Design pht_update_queue_flat, sky130hd; sources not shown.
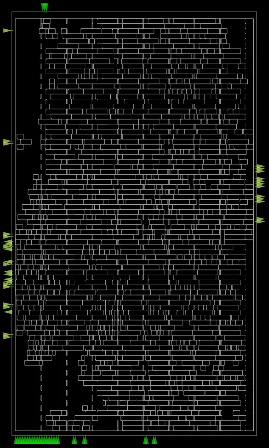
(placement view)
Fill cells: 1832
fin util: 68.9%
row cnt: 82
flop share of the area: 60.5%

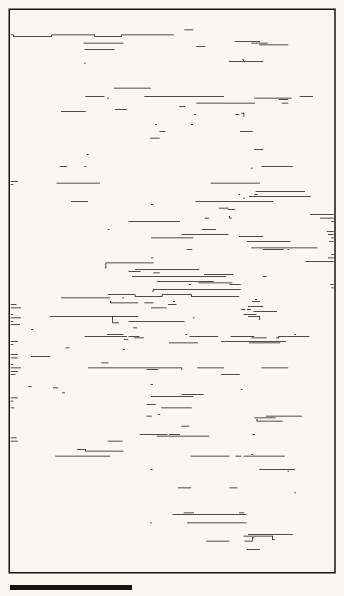
(the metal 3 layer)
Scale bar: 50 µm.
main direction: horizontal
longest straight run: 38.2 µm
wire length on this layer: 1570 µm
share of all routed wire: 4.4%
met3 usage: 3.32%
Via Count: 8813
Total Routed Length: 36000 µm

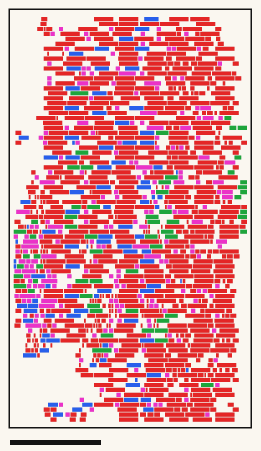
(sizing map)
Scale bar: 50 µm.
| colour | size | cells | most used |
|---|---|---|---|
| magenta | drive 3 to 4 | 234 | clkbuf_4 |
| blue | drive 2 | 93 | mux4_2 |
| green | drive 6 and up | 60 | buf_12 |
| red | drive 1 or less | 754 | edfxtp_1 |
non-clock buffer count in the final layout: 160
post-route design area: 19800 µm²
post-route setup slack: -0.703 ns

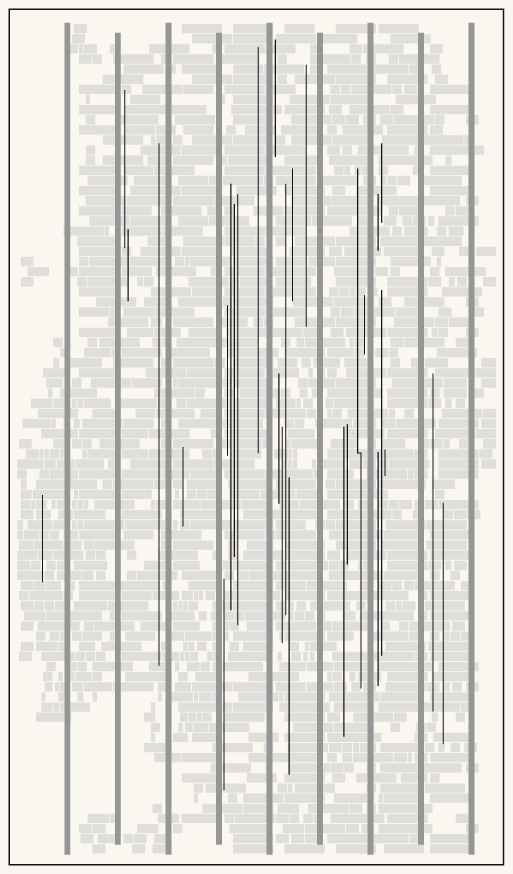
(met4 routing)
Supply wires on this layer in grey.
share of all routed wire: 5.1%
longest straight run: 140 µm
nets with wire on the layer: 28
wire length on this layer: 1830 µm
main direction: vertical

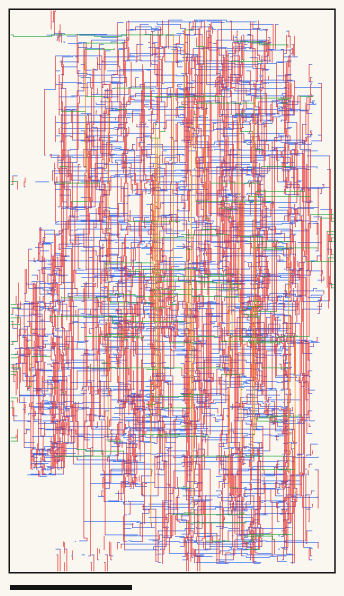
(routed metal, one colour a layer)
Scale bar: 50 µm.
| colour | layer | wire length |
|---|---|---|
| red | met2 | 19900 µm |
| orange | met4 | 1830 µm |
| blue | met1 | 12600 µm |
| green | met3 | 1570 µm |
routed length per instance: 23.7 µm
gr usage total: 24.5%

==> Changelog: implementation <==
### Physical design

- Post-route setup slack: -0.703 ns
- Ys cells: 873
- Post-synth EDFFs: ~380
- Failing checks: negative setup slack
- Syn-to-layout area delta: 22.8%
- Clk latency late pin: between 0.7 and 0.8 ns
- Fin crit period: 3.70 ns
- Max reg flops: 384
- Gate power share: 21.5%
- Status: finished, violations left
- Setup slack, reg-to-reg: 0.51 ns
- CTS tree: yes
- Pins over their slew limit: 0
- Power Density: 671 nW/µm²
- Placeable Area: 28700 µm²
- Async S/R FF share, synth: 0%
- H-tree levels: 3
- Gate Area: 4400 µm²
- Final setup fails: 13
- Nets: 1137
- Final Power: 13.3 mW
- Final ANT Viol Nets: 0
- Yosys warning count: 0
- Gpl congestion: 0.771
- Sw frac: 27.7%
- I/O pin cnt: approximately 71
- First-pass GRT wire length: around 54000 µm
==> worst max-delay path: stages (launching register included) <==
cell and delay (ns):
dfxtp_4 0.44, buf_12 0.13, buf_16 0.12, mux4_2 0.53
a22o_4 0.26, a221oi_4 0.29, nand3_4 0.10, buf_6 0.17
==> power groups by stage <==
| stage | logic, mW | clock network, mW | registers, mW |
|---|---|---|---|
| CTS | 2.74 | 4.06 | 6.45 |
| detailed placement | 2.38 | 0 | 6.59 |
| floorplan | 1.51 | 0 | 6.67 |
| global placement | 2.33 | 0 | 6.58 |
| finish | 2.86 | 3.96 | 6.45 |
| global route | 3.01 | 4.30 | 6.46 |
==> metrics by stage <==
stage,setup WS [ns],setup TNS (ns),util (%),cells,instance area [µm²]
2_1_floorplan,0.237,0,-,873,16400
3_3_place_gp,-0.174,-24.93,63.4,1343,18200
3_5_place_dp,-0.252,-32.76,63.4,1343,18200
4_1_cts,-0.710,-8.39,68.6,1516,19700
5_1_grt,-0.791,-8.69,68.9,1520,19800
6_report,-0.703,-7.71,68.9,1520,19800
==> synthesized netlist by cell type, types with 2 or more instances <==
cell type	number	area [µm²]
or4_1	3	22.5
inv_1	10	37.5
mux4_2	48	1080
o31ai_1	3	22.5
a221oi_1	2	17.5
nand2b_1	2	12.5
nand3b_1	6	45.0
o21a_1	3	22.5
clkbuf_1	20	75.1
mux2i_1	97	971
nand3_1	38	190
a22o_1	12	105
nor3_1	4	20.0
o21ai_0	3	15.0
xnor2_1	2	17.5
a22oi_1	48	360
maj3_1	2	20.0
a21oi_1	5	25.0
buf_2	20	100
xor2_1	13	114
dfxtp_1	21	420
a221oi_2	10	150
buf_6	4	45.0
nor2_1	52	195
mux2_2	2	22.5
and3_1	3	18.8
edfxtp_1	384	11500
ha_1	11	138
nand2_1	14	52.6
nor2b_1	7	43.8
nor4_1	2	12.5
==> logic make-up (layout without fill, tap and decap cells) <==
logic type               Yosys count  count (layout)  share of synthesized area [%]
multiplexers                     147             147                           12.9
adder cells (fa/ha/maj)           14              14                           1.10
AND-OR/OR-AND                     97              97                           5.16
other                              0               1                              0
buffers and inverters             56             324                           1.67
XOR/XNOR                          15              15                          0.815
flip-flops                       405             405                           74.2
AND/OR/NAND/NOR                  139             139                           4.19
==> area by class of cell <==
class / instances / share of cell area, %
Multi-Input combinational cell: 412 / 22.2
Inverter: 10 / 0.215
Timing Repair Buffer: 160 / 9.24
Clock buffer: 122 / 4.63
Sequential cell: 405 / 60.5
Clock inverter: 32 / 0.759
Antenna cell: 1 / 0.0126
Tap cell: 378 / 2.39
==> routing by layer <==
metal	up-vias	part of all wire, %	track usage [%]
met1	4445	35	26.6
li1	3988	-	-
met4	0	5.1	14.9
met3	73	4.4	3.32
met2	307	55	45.1
met5	-	0	0
==> what timing repair did <==
action | in CTS | in global routing
gates cloned | 1 | 0
buffers inserted | 18 | 3
resized | 80 | 13
pin swaps | 11 | 10
endpoints found under the setup margin | 24 | 18
Power is estimated from default activity; no workload was simulated.
